==> run_1/power_grid.png <==
Scale: 3 px per um. Pins as bars on the die edge. Tap cells in grey.
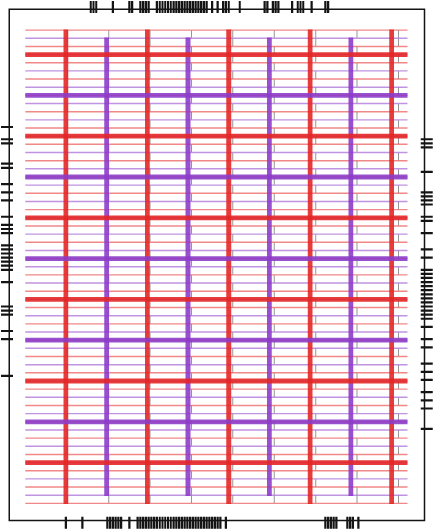
==> run_1/placement_by_type.png <==
Scale: 3 px per um. Fill, decap, tap and diode cells in grey.
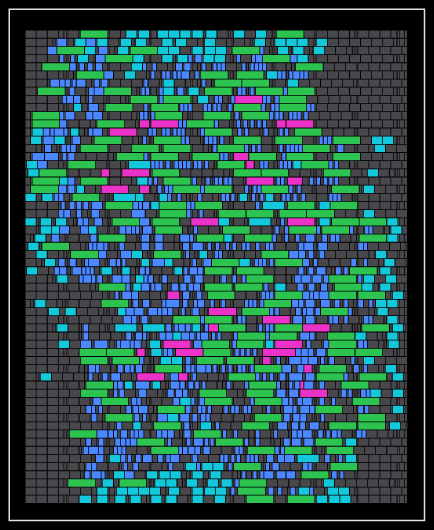
==> run_1/clk_routes.png <==
Scale: 2 px per um.
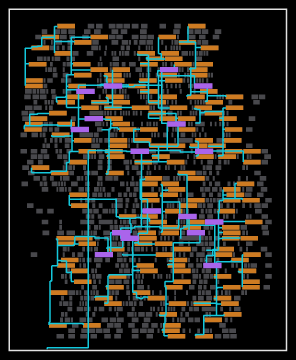
==> run_1/wires.png <==
Scale: 3 px per um.
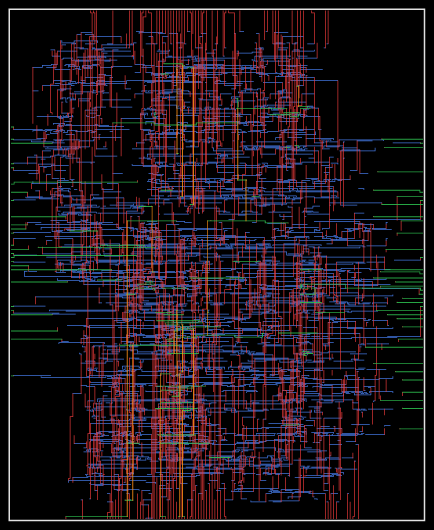
File: config.mk
export PLATFORM = sky130hd
export DESIGN_NAME = instr_fetch_seq_flat
export DESIGN_NICKNAME = d
export VERILOG_FILES = /design/src/rtl/instr_fetch_seq_if.sv /design/src/rtl/instr_fetch_seq.sv /design/src/flat_wrapper.sv
export SDC_FILE = /design/constraint.sdc
export NUM_CORES = 1
export LEC_CHECK = 0
export CORE_ASPECT_RATIO = 1.25
export CORE_MARGIN = 5
export CORE_UTILIZATION = 40
export CTS_CLUSTER_DIAMETER = 30
export DETAILED_ROUTE_END_ITERATION = 7
export PLACE_DENSITY = 0.68
export SKIP_CTS_REPAIR_TIMING = 1
export SLEW_MARGIN = 0
export SYNTH_ARGS = -nofsm -noshare
export SYNTH_HDL_FRONTEND = slang
export SYNTH_SLANG_ARGS = --single-unit
File: constraint.sdc
create_clock -name clk -period 2.6 [get_ports clk]
set_clock_uncertainty 0.05 [all_clocks]
set_input_delay 0.52 -clock clk [delete_from_list [all_inputs] [get_ports clk]]
set_output_delay 0.52 -clock clk [all_outputs]
set_load 0.01 [all_outputs]
File: src/rtl/instr_fetch_seq_if.sv
// Bus bundle between the instruction fetch sequencer, its PC register, instruction
// memory and decoder. The master modport is the sequencer side.
interface instr_fetch_seq_if #(
    parameter int unsigned INSTR_BYTES = 4,
    parameter int unsigned ADDR_W      = 32,
    parameter int unsigned CNT_W       = 16
) ();
    logic                     go;
    logic [ADDR_W-1:0]        pc_rdata;
    logic [ADDR_W-1:0]        pc_wdata;
    logic                     pc_wren;
    logic [ADDR_W-1:0]        fetch_addr;
    logic [7:0]               fetch_rdata;
    logic [8*INSTR_BYTES-1:0] instr;
    logic                     dec_run;
    logic                     dec_ok;
    logic                     finish;
    logic [CNT_W-1:0]         retired;

    modport master (
        input  go, pc_rdata, fetch_rdata, dec_ok,
        output pc_wdata, pc_wren, fetch_addr, instr, dec_run, finish, retired
    );

    modport slave (
        output go, pc_rdata, fetch_rdata, dec_ok,
        input  pc_wdata, pc_wren, fetch_addr, instr, dec_run, finish, retired
    );
endinterface

File: src/rtl/instr_fetch_seq.sv
// Byte-serial instruction fetch sequencer: reads INSTR_BYTES bytes from the PC, advances
// the PC, then hands the assembled instruction to the decoder and waits for its ack.
module instr_fetch_seq #(
    parameter int unsigned INSTR_BYTES  = 4,
    parameter int unsigned ADDR_W       = 32,
    parameter bit          BIG_ENDIAN   = 1'b1,
    parameter bit          HALT_ON_ZERO = 1'b1,
    parameter int unsigned CNT_W        = 16
) (
    input logic               clk,
    input logic               rst_n,
    instr_fetch_seq_if.master bus
);
    localparam int unsigned IW  = 8 * INSTR_BYTES;
    localparam int unsigned BCW = (INSTR_BYTES > 1) ? $clog2(INSTR_BYTES) : 1;
    localparam logic [BCW-1:0] LastByte = BCW'(INSTR_BYTES - 1);

    typedef enum logic [2:0] {StIdle, StFetch, StCheck, StExec, StHalt} state_e;

    state_e            state_q, state_d;
    logic [ADDR_W-1:0] fetch_addr_q, fetch_addr_d;
    logic [ADDR_W-1:0] base_q, base_d;
    logic [ADDR_W-1:0] pc_wdata_q, pc_wdata_d;
    logic [BCW-1:0]    byte_cnt_q, byte_cnt_d;
    logic [IW-1:0]     shift_q, shift_d;
    logic [IW-1:0]     instr_q, instr_d;
    logic [CNT_W-1:0]  retired_q, retired_d;
    logic              pc_wren_q, pc_wren_d;
    logic              dec_run_q, dec_run_d;
    logic              finish_q, finish_d;
    logic [IW-1:0]     shift_next;

    // Bytes assemble in a shadow register so an aborted fetch leaves instr untouched.
    if (INSTR_BYTES == 1) begin : g_one_byte
        assign shift_next = bus.fetch_rdata;
    end else if (BIG_ENDIAN) begin : g_big_endian
        assign shift_next = {shift_q[IW-9:0], bus.fetch_rdata};
    end else begin : g_little_endian
        assign shift_next = {bus.fetch_rdata, shift_q[IW-1:8]};
    end

    always_comb begin
        state_d      = state_q;
        fetch_addr_d = fetch_addr_q;
        base_d       = base_q;
        pc_wdata_d   = pc_wdata_q;
        byte_cnt_d   = byte_cnt_q;
        shift_d      = shift_q;
        instr_d      = instr_q;
        retired_d    = retired_q;
        pc_wren_d    = 1'b0;
        dec_run_d    = dec_run_q;
        finish_d     = finish_q;

        if (!bus.go) begin
            state_d   = StIdle;
            dec_run_d = 1'b0;
            finish_d  = 1'b0;
        end else begin
            unique case (state_q)
                StIdle: begin
                    if (!finish_q) begin
                        base_d       = bus.pc_rdata;
                        fetch_addr_d = bus.pc_rdata;
                        byte_cnt_d   = '0;
                        state_d      = StFetch;
                    end
                end
                StFetch: begin
                    shift_d      = shift_next;
                    fetch_addr_d = fetch_addr_q + 1'b1;
                    byte_cnt_d   = byte_cnt_q + 1'b1;
                    if (byte_cnt_q == LastByte) begin
                        instr_d    = shift_next;
                        pc_wdata_d = base_q + ADDR_W'(INSTR_BYTES);
                        pc_wren_d  = 1'b1;
                        state_d    = StCheck;
                    end
                end
                StCheck: begin
                    if (HALT_ON_ZERO && (instr_q == '0)) begin
                        finish_d = 1'b1;
                        state_d  = StHalt;
                    end else begin
                        dec_run_d = 1'b1;
                        state_d   = StExec;
                    end
                end
                StExec: begin
                    if (bus.dec_ok) begin
                        dec_run_d = 1'b0;
                        if (retired_q != '1) begin
                            retired_d = retired_q + 1'b1;
                        end
                        state_d = StIdle;
                    end
                end
                StHalt: begin
                    state_d = StHalt;
                end
                default: begin
                    state_d = StIdle;
                end
            endcase
        end
    end

    always_ff @(posedge clk or negedge rst_n) begin
        if (!rst_n) begin
            state_q      <= StIdle;
            fetch_addr_q <= '0;
            base_q       <= '0;
            pc_wdata_q   <= '0;
            byte_cnt_q   <= '0;
            shift_q      <= '0;
            instr_q      <= '0;
            retired_q    <= '0;
            pc_wren_q    <= 1'b0;
            dec_run_q    <= 1'b0;
            finish_q     <= 1'b0;
        end else begin
            state_q      <= state_d;
            fetch_addr_q <= fetch_addr_d;
            base_q       <= base_d;
            pc_wdata_q   <= pc_wdata_d;
            byte_cnt_q   <= byte_cnt_d;
            shift_q      <= shift_d;
            instr_q      <= instr_d;
            retired_q    <= retired_d;
            pc_wren_q    <= pc_wren_d;
            dec_run_q    <= dec_run_d;
            finish_q     <= finish_d;
        end
    end

    assign bus.fetch_addr = fetch_addr_q;
    assign bus.pc_wdata   = pc_wdata_q;
    assign bus.pc_wren    = pc_wren_q;
    assign bus.instr      = instr_q;
    assign bus.dec_run    = dec_run_q;
    assign bus.finish     = finish_q;
    assign bus.retired    = retired_q;
endmodule

File: src/flat_wrapper.sv
// flat-port wrapper written by rule: the top's interface ports become plain ports
module instr_fetch_seq_flat 
#(
    parameter int unsigned INSTR_BYTES  = 4,
    parameter int unsigned ADDR_W       = 32,
    parameter bit          BIG_ENDIAN   = 1'b1,
    parameter bit          HALT_ON_ZERO = 1'b1,
    parameter int unsigned CNT_W        = 16
)
  (clk, rst_n, bus_go, bus_pc_rdata, bus_fetch_rdata, bus_dec_ok, bus_pc_wdata, bus_pc_wren, bus_fetch_addr, bus_instr, bus_dec_run, bus_finish, bus_retired);
  instr_fetch_seq_if #(.INSTR_BYTES(INSTR_BYTES), .ADDR_W(ADDR_W), .CNT_W(CNT_W)) bus_i ();
  input logic clk;
  input logic rst_n;
  input wire logic [$bits(bus_i.go)-1:0] bus_go;
  input wire logic [$bits(bus_i.pc_rdata)-1:0] bus_pc_rdata;
  input wire logic [$bits(bus_i.fetch_rdata)-1:0] bus_fetch_rdata;
  input wire logic [$bits(bus_i.dec_ok)-1:0] bus_dec_ok;
  output wire logic [$bits(bus_i.pc_wdata)-1:0] bus_pc_wdata;
  output wire logic [$bits(bus_i.pc_wren)-1:0] bus_pc_wren;
  output wire logic [$bits(bus_i.fetch_addr)-1:0] bus_fetch_addr;
  output wire logic [$bits(bus_i.instr)-1:0] bus_instr;
  output wire logic [$bits(bus_i.dec_run)-1:0] bus_dec_run;
  output wire logic [$bits(bus_i.finish)-1:0] bus_finish;
  output wire logic [$bits(bus_i.retired)-1:0] bus_retired;
  assign bus_i.go = bus_go;
  assign bus_i.pc_rdata = bus_pc_rdata;
  assign bus_i.fetch_rdata = bus_fetch_rdata;
  assign bus_i.dec_ok = bus_dec_ok;
  assign bus_pc_wdata = bus_i.pc_wdata;
  assign bus_pc_wren = bus_i.pc_wren;
  assign bus_fetch_addr = bus_i.fetch_addr;
  assign bus_instr = bus_i.instr;
  assign bus_dec_run = bus_i.dec_run;
  assign bus_finish = bus_i.finish;
  assign bus_retired = bus_i.retired;
  instr_fetch_seq #(.INSTR_BYTES(INSTR_BYTES), .ADDR_W(ADDR_W), .BIG_ENDIAN(BIG_ENDIAN), .HALT_ON_ZERO(HALT_ON_ZERO), .CNT_W(CNT_W)) u_core (.clk(clk), .rst_n(rst_n), .bus(bus_i));
endmodule
==> results.ini, run 1 <==
[worst_setup_path]
cp-start-kind=register
crit_buf_inv=0
endpoint_kind=register
crit_type=reg -> reg
crit_required_ns=2.91
cpPeakStageDelay_ns=0.68
path_delay_family=simple AND/OR/NAND/NOR gates
slowest_stage=or4_1

[routing]
ant_nets=0
viasPerCell=5.16
drt_iter0_markers=676
firstDrtPassIters=5

[hold_path]
min_path_type=in -> async

[cts]
cts_tree=yes
insertion_delay_ns=0.42
cts.clk_slew.worst_paths_ns=0.07
numClockSinks=176

[synthesis]
synth_warnings=0
xor_area_frac=0.0428
synth_largest_type_area_fraction=0.538
syn-num-nets=985
synthCells=937
yosys_area_mm2=0.00818
ys_sh_aoi=0.0942
syn_avg_cell_area_um2=8.73
top_cells_by_count=nand2_1, dfrtp_1, o21ai_0, nand3_1, clkbuf_1

[power]
p_clk_frac=0.233
p_per_area_mw_per_mm2=982
p_leak_nw=4.86
totalPowerFinal_mw=10.7
comb_power_share=0.331

[timing]
period_used_share=0.842
rsz0062_at_grt=false
hold_viol_final=0
min_period_ns=2.19
maxSlewViolCount=0

[place]
place_hpwl_um=16700
placed_area_mm2=0.0103
buffer_ports.inserted=158

[layout]
layout.nets=1148
syn_to_final_growth_pct=32.6

[grt]
grt_max_degree=66
grt_pass1_vias=6865

[flow_run]
drv_cap=0

[run_status]
status=complete, no violations

[floorplanning]
design.die.area_mm2=0.0234

## Picture notes: power_grid.png
legend:
  purple:
    net: VDD
  red:
    net: VSS
met1 rails: 59
tap cells: 270
met4 straps: 9
rows: 58
met5 straps: 11
Max VDD drop: 544 uV
die y size: 170 um
core area: 0.0201 mm^2
width of the die: 138 um

## Picture notes: placement_by_type.png
legend:
  blue:
    class: combinational and other logic
    cells: 713
  magenta:
    class: clock drivers and dummy loads
    cells: 32
  green:
    class: flops
    cells: 176
  cyan:
    class: other buffers and delay cells
    cells: 192
Seq/total area: 0.406
fin area: 0.0109 mm^2
num rows: 58
final core utilization: 0.540

## Picture notes: clk_routes.png
legend:
  orange:
    item: flip-flops
    count: 176
  cyan:
    item: clock wires
    length: 2000 um
  purple:
    item: clock drivers
    count: 17
routed clock nets: 18
flops lie: all over the die

## Picture notes: wires.png
legend:
  orange:
    layer: metal 4
    wire_length: 583 um
  blue:
    layer: metal 1
    wire_length: 10200 um
  red:
    layer: metal 2
    wire_length: 10700 um
  green:
    layer: metal 3
    wire_length: 1240 um
WL final: 22700 um
vias post-DR: 7147
Tot GR Track Use: 0.200
WL/cell: 16.4 um

## run 1: through the flow
| stage | setup slack (ns) | std cells | hold WS (ns) |
|---|---|---|---|
| finish | 0.411 | 1384 | 0.0449 |
| global route | 0.248 | 1384 | 0.0804 |
| CTS | 0.342 | 1383 | 0.0620 |
| detailed placement | 0.147 | 1351 | 0.408 |
| global placement | 0.176 | 1351 | 0.402 |
| floorplan | 0.600 | 937 | 0.174 |
## run 1: worst reg2reg max path, delay by kind of cell (launching register included)
family	cells	cell delay [ns]
DFF	1	0.40
and+or+nand+nor	4	1.54
AOI/OAI and AO/OA	1	0.14
## run 1: layout by cell type, fill, tap and decap left out, types with 4 or more instances in the layout
master / instances
a21oi_1: 30
a22oi_1: 6
a2bb2oi_1: 5
and2_1: 5
and3_1: 12
and4_1: 7
buf_12: 7
buf_4: 27
clkbuf_16: 17
clkdlybuf4s50_1: 157
clkinvlp_4: 5
dfrtp_1: 176
ha_1: 4
inv_1: 7
inv_6: 4
nand2_1: 353
nand2b_1: 6
nand3_1: 41
nand4_1: 24
nor2_1: 32
nor3_1: 10
nor4_1: 12
o211ai_1: 7
o21ai_0: 48
o22ai_1: 6
o311ai_0: 5
or3_1: 5
or4_1: 5
xnor2_1: 22
xor2_1: 18
## run 1: sequential cells by signal, indices dropped and copies added (netlist names)
register / flops
u_core.base_q: 32
u_core.bus.finish: 1
u_core.bus.pc_wdata: 32
u_core.byte_cnt_q: 2
u_core.bus.instr: 32
u_core.shift_q: 24
u_core.bus.dec_run: 1
u_core.bus.retired: 16
u_core.bus.fetch_addr: 32
u_core.state_q: 3
u_core.bus.pc_wren: 1
## run 1: power by group through the flow
stage / Clock (mW) / Sequential [mW] / Combinational, mW
finish: 2.49 / 4.64 / 3.53
global route: 2.66 / 4.79 / 3.92
floorplan: 0 / 4.69 / 1.45
detailed placement: 0 / 4.67 / 3.56
CTS: 2.54 / 4.63 / 3.58
global placement: 0 / 4.65 / 3.50
## run 1: routing by layer
metal | GRT usage | part of all wire
met1 | 0.283 | 0.45
met2 | 0.302 | 0.47
met3 | 0.0405 | 0.055
met4 | 0.0804 | 0.026
met5 | 0 | 0
## run 1: path summary, 6_finish.rpt
path,cells past startpoint,slack (ns),startpoint,endpoint
min reg2reg,2,0.42,u_core.shift_q[19],u_core.bus.instr[27]
max reg2reg,5,0.41,u_core.bus.instr[25],u_core.bus.finish
max,5,0.41,u_core.bus.instr[25],u_core.bus.finish
min in group clk,2,0.42,u_core.shift_q[19],u_core.bus.instr[27]
min,1,0.04,rst_n,u_core.bus.fetch_addr[6]
max in group asynchronous,2,1.79,rst_n,u_core.base_q[23]
## run 1: final cells by class
| type | instances | area [um^2] | area share |
|---|---|---|---|
| clock buffer | 20 | 457 | 0.0421 |
| sequential | 176 | 4400 | 0.406 |
| clock inverter | 12 | 123 | 0.0113 |
| antenna | 1 | 2.50 | 0.000231 |
| timing repair buffer | 192 | 1930 | 0.177 |
| inverter | 8 | 30.0 | 0.00277 |
| tap | 270 | 338 | 0.0311 |
| multi-input combinational | 705 | 3570 | 0.329 |
==> run 2, diff against run 1 <==
Clock period 2.6 ns to 2.25 ns, I/O delays scaled along.
==> run_2/clk_routes.png <==
Scale: 2 px per um.
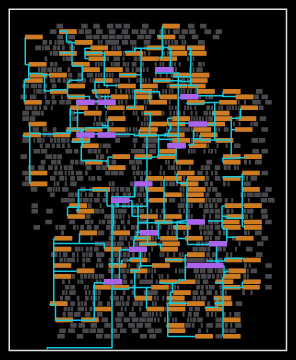
legend:
  orange:
    item: flip-flops
    count: 176
  purple:
    item: clock drivers
    count: 17
  cyan:
    item: clock wires
    length: 2010 um
routed clock nets: 18
flops lie: all over the die

==> run 2 against run 1 <==
Final cell count grew 1.9%. Synthesized area is the same. Worst setup slack lost 0.31 ns. Sequential cell count is the same. Critical path type unchanged. Critical endpoint unchanged. Highest routed layer unchanged.
==> results.ini, run 2 <==
[run_status]
status=complete, no violations

[synthesis]
syn_avg_cell_area_um2=8.73
synthCells=937
synth_largest_type_area_fraction=0.538
synth_warnings=0
syn-num-nets=985
xor_area_frac=0.0428
top_cells_by_count=nand2_1, dfrtp_1, o21ai_0, nand3_1, clkbuf_1
yosys_area_mm2=0.00818

[cts]
cts_tree=yes
cts.clk_slew.worst_paths_ns=0.07
insertion_delay_ns=0.42
numClockSinks=176

[power]
p_leak_nw=5.03
totalPowerFinal_mw=12.7
p_per_area_mw_per_mm2=1140

[grt]
grt_max_degree=74
grt_pass1_vias=6873
track_usage=0.200

[hold_path]
worstHoldStart=u_core.shift_q[20]
min_path_type=reg -> reg

[floorplanning]
core_area_mm2=0.0201
design.die.area_mm2=0.0234
die_w_um=138
die-height_um=170
num_rows=58

[worst_setup_path]
crit_required_ns=2.56
cp-start-kind=register
endpoint_kind=register
cp-startpoint=u_core.bus.instr[16]

[flow_run]
drv_cap=0

[timing]
hold_viol_final=0
maxSlewViolCount=0
rsz0062_at_grt=false
min_period_ns=2.15
period_used_share=0.954

[place]
buffer_ports.inserted=158

[routing]
postRouteWirelength_um=22900
wl_per_cell_um=16.2
ant_nets=0
drt_iter0_markers=537
num_vias=7260

[layout]
layout.nets=1174
final_cell_area_mm2=0.0111
logic_area_mm2=0.00358
ff_latch_area_mm2=0.00440
syn_to_final_growth_pct=35.9
lay_top_cells=nand2_1, dfrtp_1, clkdlybuf4s50_1

==> run_2/power_grid.png <==
Scale: 3 px per um. Pins as bars on the die edge. Tap cells in grey.
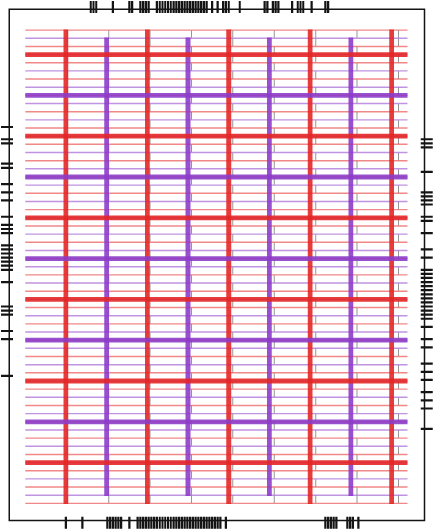
Max VDD drop: 563 uV

run 2: cell counts after synthesis:
Identical to the previous run, type by type.
run 2: layout make-up:
class / instances / share of cell area
flip-flops and latches: 176 / 0.396
clock buffers: 19 / 0.0398
repair buffers: 218 / 0.193
well taps: 270 / 0.0304
clock inverters: 13 / 0.0158
diodes: 1 / 0.000225
multi-input cells: 705 / 0.322
inverters: 8 / 0.00270
run 2: power by group:
group	switching, mW	internal, mW	total [mW]	leakage (nW)
sequential	1.04	4.23	5.27	2.24
combinational	2.07	2.28	4.35	2.49
clock	1.27	1.81	3.07	0.300
total	4.39	8.31	12.7	5.03
run 2: worst paths after layout:
path                                       endpoint  cells past startpoint  slack (ns)
max                               u_core.bus.finish                      5        0.10
min                            u_core.bus.instr[28]                      2        0.42
max reg2reg                       u_core.bus.finish                      5        0.10
min reg2reg                    u_core.bus.instr[28]                      2        0.42
max in group asynchronous         u_core.base_q[26]                      3        0.97
min in group asynchronous  u_core.bus.fetch_addr[8]                      2        0.49
run 2: cells by family after synthesis:
kind of cell,Yosys count
simple gates,531
flops,176
compound gates,126
buf+inv,56
xor+xnor,40
mux,4
fa+ha+maj,4
run 2: per-stage QoR:
stage | hold slack (ns) | std cells | setup slack (ns) | TNS, ns | utilization
after floorplan | 0.104 | 937 | 0.250 | 0 | -
after global placement | 0.380 | 1376 | -0.0788 | -0.293 | 0.521
after detailed placement | 0.392 | 1376 | -0.117 | -1.93 | 0.521
after CTS | -0.0758 | 1408 | 0.00233 | 0 | 0.552
after global routing | 0.446 | 1410 | 0.0245 | 0 | 0.553
final | 0.419 | 1410 | 0.103 | 0 | 0.553
run 2: metal layers:
layer	global-route usage	routed length [um]	up-vias
met4	0.0627	327	0
met2	0.314	11100	203
met3	0.0405	1380	27
li1	-	-	3561
met5	0	0	-
met1	0.279	10000	3469
run 2: critical path, cell delays in order, from the launching register on:
cell	delay, ns
dfrtp_1	0.39
nor4_1	0.41
nand2_1	0.14
or4_1	0.65
nor4b_1	0.29
o21a_1	0.15
No activity file was given, so power comes from the tool's default toggle rates.
